==> config.mk <==
export PLATFORM = sky130hd
export DESIGN_NAME = pc_fetch_stage
export DESIGN_NICKNAME = d
export VERILOG_FILES = /design/src/rtl/mips_pkg.sv /design/src/rtl/if_id_reg.sv /design/src/rtl/pc_fetch_stage.sv
export SDC_FILE = /design/constraint.sdc
export NUM_CORES = 1
export LEC_CHECK = 0
export ABC_AREA = 1
export CAP_MARGIN = 5
export CORE_ASPECT_RATIO = 0.75
export CORE_MARGIN = 3
export CORE_UTILIZATION = 50
export CTS_CLUSTER_DIAMETER = 100
export DETAILED_ROUTE_END_ITERATION = 6
export GPL_TIMING_DRIVEN = 0
export PLACE_DENSITY_LB_ADDON = 0.1
export SYNTH_ARGS = -nofsm -noshare
export SYNTH_HDL_FRONTEND = slang
export SYNTH_HIERARCHICAL = 1
export SYNTH_SLANG_ARGS = --single-unit
export TNS_END_PERCENT = 100
==> constraint.sdc <==
create_clock -name clk -period 2.4 [get_ports clk]
set_input_delay 0.24 -clock clk [delete_from_list [all_inputs] [get_ports clk]]
set_output_delay 0.24 -clock clk [all_outputs]
set_load 0.03 [all_outputs]
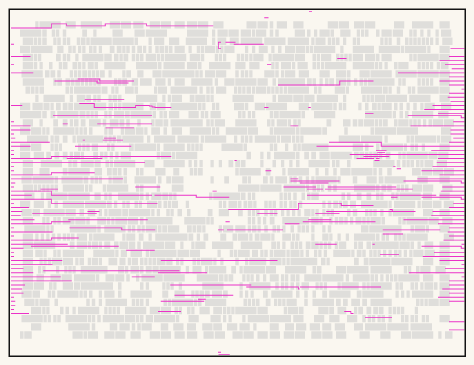
(run_1/met3.png)
Drawn at 3 px/micron. Cells faint in the background.
179 nets have wire on it. The layer holds 8.9% of the routed length. The longest straight run is 45.1 microns. The wires run mostly horizontal. The layer carries 2210 microns of wire.
Vias: 8355
final WL: 24.8 mm
GR Layer Usage met3: 8.12%

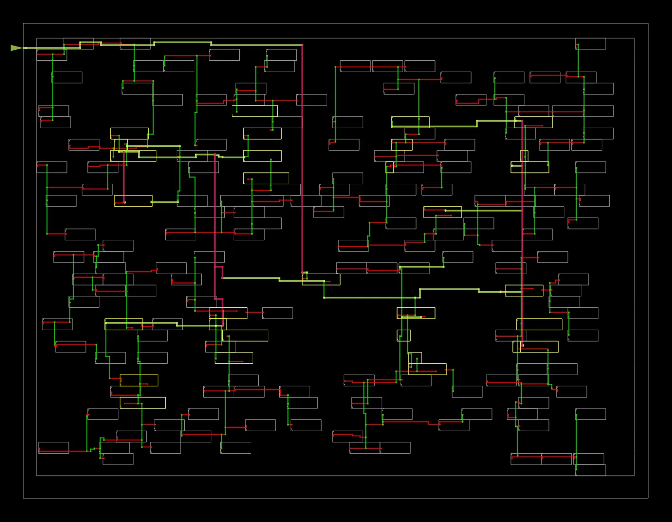
(run_1/final_clocks.png)
clock sink count: 159
clk pwr: 0.00311 W
clkbuf count: 18
Clock Latency Late Sink: 0.43 ns

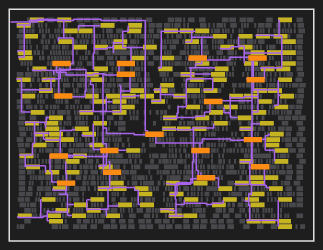
(run_1/clock_map.png)
Drawn at 2 px/micron.
Yellow marks flip-flops, count 159. Purple marks clock wires, length 1980 microns. Orange marks cells driving clock nets, count 17.
There are 18 routed clock nets.
clock skew: 0.00939 ns
Clock power frac: 45.4%

==> results.yml, run 1 <==
# flow metrics
synthesis:
  syn_inst: 1219
  yosysWarningCount: 6
  synth_top_cell_by_count: "nand2_1"
  edf_count: 0
  ys_ff: 159
  syn_area_per_cell_sq_um: 6.51
  syn_area_sq_um: 7940
  top_cell_area_share_pct: 40.1
  ys_cells: 1219
pwr:
  leakage_nw: 4.70
  power.density_nw_per_um2: 599
global_route:
  grt_pass1_vias: 7893
  grt_first_pass_wirelength_mm: 39.5
  grt_overflow: 0
  grtUsageMet1_pct: 37.9
  grt_use_total_pct: 28.7
  met2_usage_pct: 46.3
route:
  drt-pass1-iter-count: 5
  wl_per_cell_microns: 14.5
critical_path:
  cp-end-kind: "primary output"
  crit_buf_inv: 1
  slowest_stage: "clkdlybuf4s50_1"
  path_depth: 1
  cp_data_arrival_time_ns: 1.69
  path_cells: "clkdlybuf4s50_1"
  rr_worst_depth: 9
  critical_path_class: "flip-flop to primary output"
  start_kind: "flip-flop"
  cp.required_ns: 2.16
cells_and_area:
  syn_to_final_growth_pct: 44.1
  final_core_util_pct: 74.4
  fillers: 1305
  stdcell_count: 1716
  lay_top_count: "nand2_1"
  flop_area_sq_um: 3180
  drive_above_1_share_pct: 7.28
  antenna_cells: 0
final_timing:
  slew_viol_final: 0
  post-route-min-period_ns: 1.93
  rsz0062_at_grt: "false"
  finalClockPeriodUsage_pct: 80.4
cts:
  cts_buffers: 17
  htreeDepth: 4
  cts_resized: 0
  clkTransAtPathRegs_ns: 0.06
hold_path:
  hold_path.class: "primary input to flip-flop"
  hold-path-cell-count: 3
placement:
  finalWeightedCongestion: 0.931
  io_buffers: 255
  dpl.cell_count: 1685
  dpl.hpwl_mm: 18.7
run_status:
  status: "finished clean"
floorplanning:
  chipArea_sq_um: 17400
run:
  log.warning_count: 30
-- run 1: report_power, final --
group | internal [W] | switching [W]
clock | 0.00198 | 0.00113
combinational | 0.000424 | 0.000515
sequential | 0.00271 | 0.0000934
-- run 1: logic make-up after synthesis --
kind of cell | count (synthesis) | synth area share, %
and+or+nand+nor | 715 | 37.2
buffers and inverters | 208 | 10.8
DFF | 159 | 40.1
xor gates and xnor gates | 21 | 2.88
adders and majority gates | 2 | 0.315
other | 1 | 0.0472
AOI/OAI and AO/OA | 113 | 8.68
-- run 1: final cells by class --
class / instances / share of cell area [%]
clock buffers: 18 / 3.84
plain buffers: 53 / 2.42
repair buffers: 255 / 22.3
flip-flops and latches: 159 / 27.8
well taps: 205 / 2.24
inverters: 155 / 5.08
clock inverters: 13 / 2.03
multi-input cells: 858 / 34.3
-- run 1: layer usage --
| metal | vias up | part of all wire [%] |
|---|---|---|
| met2 | 284 | 45 |
| met4 | 2 | 1.8 |
| met1 | 3781 | 44 |
| met5 | - | 0.052 |
| met3 | 30 | 8.9 |
| li1 | 4258 | - |
-- run 1: metrics by stage --
stage / hold WS, ns / total power [W] / setup WS [ns]
after global routing: 0.365 / 0.00709 / 0.419
after floorplan: 0.369 / 0.00336 / 0.614
after detailed placement: 0.464 / 0.00379 / 0.293
final: 0.368 / 0.00686 / 0.470
after global placement: 0.447 / 0.00378 / 0.322
after CTS: 0.356 / 0.00689 / 0.460
==> inputs of run 2 (changes only) <==
CORE_UTILIZATION = 47   (was 50)
clock period = 2.02 ns   (was 2.4 ns; I/O delays follow)
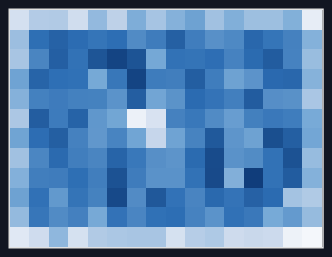
(run_2/density.png)
Drawn at 2 px/micron. 16 x 12 tiles, from white (low) to dark blue (high), 0 to 100% covered.
21% of the tiles are over 75% full. The mean over all tiles is 60%. The fullest tile reaches 95%.
FP Util: 48.8%
Core ar.: 16300 sq um

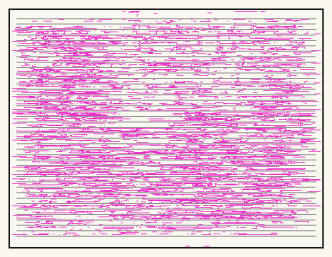
(run_2/met1.png)
Drawn at 2 px/micron. Supply wires on this layer in grey.
The layer carries 11300 microns of wire. The longest straight run is 47.8 microns. 1477 nets have wire on it.
met1 Use GR: 36.9%
Vias: 8361
final WL: 25.1 mm

==> run 2 against run 1 <==
Net effect: combinational power is about 20% higher; first-iteration DRC count up 1.7%; critical path depth unchanged; global-route usage is 2.1 points lower; area after synthesis is the same; clock skew rose by 0.0057 ns; sequential power grew 19%; register-to-register slack lost 0.47 ns; largest power group is now sequential cells; routed wire length rose by 1.2%; critical endpoint unchanged.
==> results.yml, run 2 <==
# flow metrics
critical_path:
  start_kind: "flip-flop"
  cp.required_ns: 1.82
  path_cells: "clkdlybuf4s50_1"
  critical_path_class: "flip-flop to primary output"
  slowest_stage: "clkdlybuf4s50_1"
  path_depth: 1
  cp_data_arrival_time_ns: 1.69
route:
  wl_per_cell_microns: 14.6
  drc: 0
synthesis:
  yosysWarningCount: 6
  syn_area_sq_um: 7940
  syn_inst: 1219
  edf_count: 0
  synth_top_cell_by_count: "nand2_1"
  syn_area_per_cell_sq_um: 6.51
  top_cell_area_share_pct: 40.1
  ys_ff: 159
  ys_cells: 1219
cells_and_area:
  final_core_util_pct: 69.6
  lay_top_count: "nand2_1"
  fillers: 1455
  antenna_cells: 0
  drive_above_1_share_pct: 7.08
  syn_to_final_growth_pct: 42.7
  flop_area_sq_um: 3180
global_route:
  grt_overflow: 0
  grt_use_total_pct: 26.6
  grt_pass1_vias: 7828
  grt_first_pass_wirelength_mm: 39.7
run_status:
  status: "finished clean"
final_timing:
  rsz0062_at_grt: "false"
  slew_viol_final: 0
  finClkSkew_ns: 0.0151
  post-route-min-period_ns: 1.89
pwr:
  power.density_nw_per_um2: 664
  fin_total_pwr_w: 0.00752
  leakage_nw: 4.63
placement:
  finalWeightedCongestion: 0.923
  dpl.hpwl_mm: 18.9
cts:
  cts_sinks: 159
  worstSkewPairLatency_ns: 0.43
  cts_resized: 0
  cts_buffers: 17
  clkTransAtPathRegs_ns: 0.07
floorplanning:
  chipArea_sq_um: 18500
hold_path:
  hold-path-cell-count: 3
  hold_path.class: "primary input to flip-flop"
-- run 2: cell types whose count changed in the layout (fill, tap and decap cells not counted) --
cell,before,now
clkbuf_1,16,19
clkinvlp_4,0,3
bufinv_16,6,1
inv_6,2,1
clkbuf_8,1,2
inv_8,1,0
-- run 2: area by class of cell --
type                    instances  share of cell area, %
inverters                     155                   5.14
well taps                     210                   2.32
plain buffers                  53                   2.44
flip-flops and latches        159                   28.1
clock inverters                 9                  0.751
clock buffers                  22                   4.10
multi-input cells             858                   34.6
repair buffers                255                   22.5
-- run 2: per-layer routing --
metal	vias up	wire (microns)	track usage (%)
met5	-	18	0
met4	4	362	6.40
met3	28	2060	6.33
met2	290	11300	41.9
met1	3794	11300	36.9
li1	4245	-	-
-- run 2: per-stage QoR --
stage	worst slack, ns	std cells	hold slack (ns)
after floorplan	0.234	1225	0.331
after global placement	-0.0123	1690	0.447
after detailed placement	-0.0553	1690	0.456
after CTS	0.111	1721	0.327
after global routing	0.0196	1721	0.348
final	0.127	1721	0.343
-- run 2: power breakdown --
part	switching (W)	total, W	internal (W)
registers	0.000113	0.00334	0.00322
logic	0.000609	0.00111	0.000503
clock network	0.00131	0.00307	0.00175
-- run 2: logic make-up after synthesis --
kind of cell    after synthesis  share of synthesized area, %
compound gates              113                          8.68
xor+xnor                     21                          2.88
fa+ha+maj                     2                         0.315
buf+inv                     208                          10.8
flops                       159                          40.1
other cells                   1                        0.0472
simple gates                715                          37.2
Power is estimated from default activity; no workload was simulated.
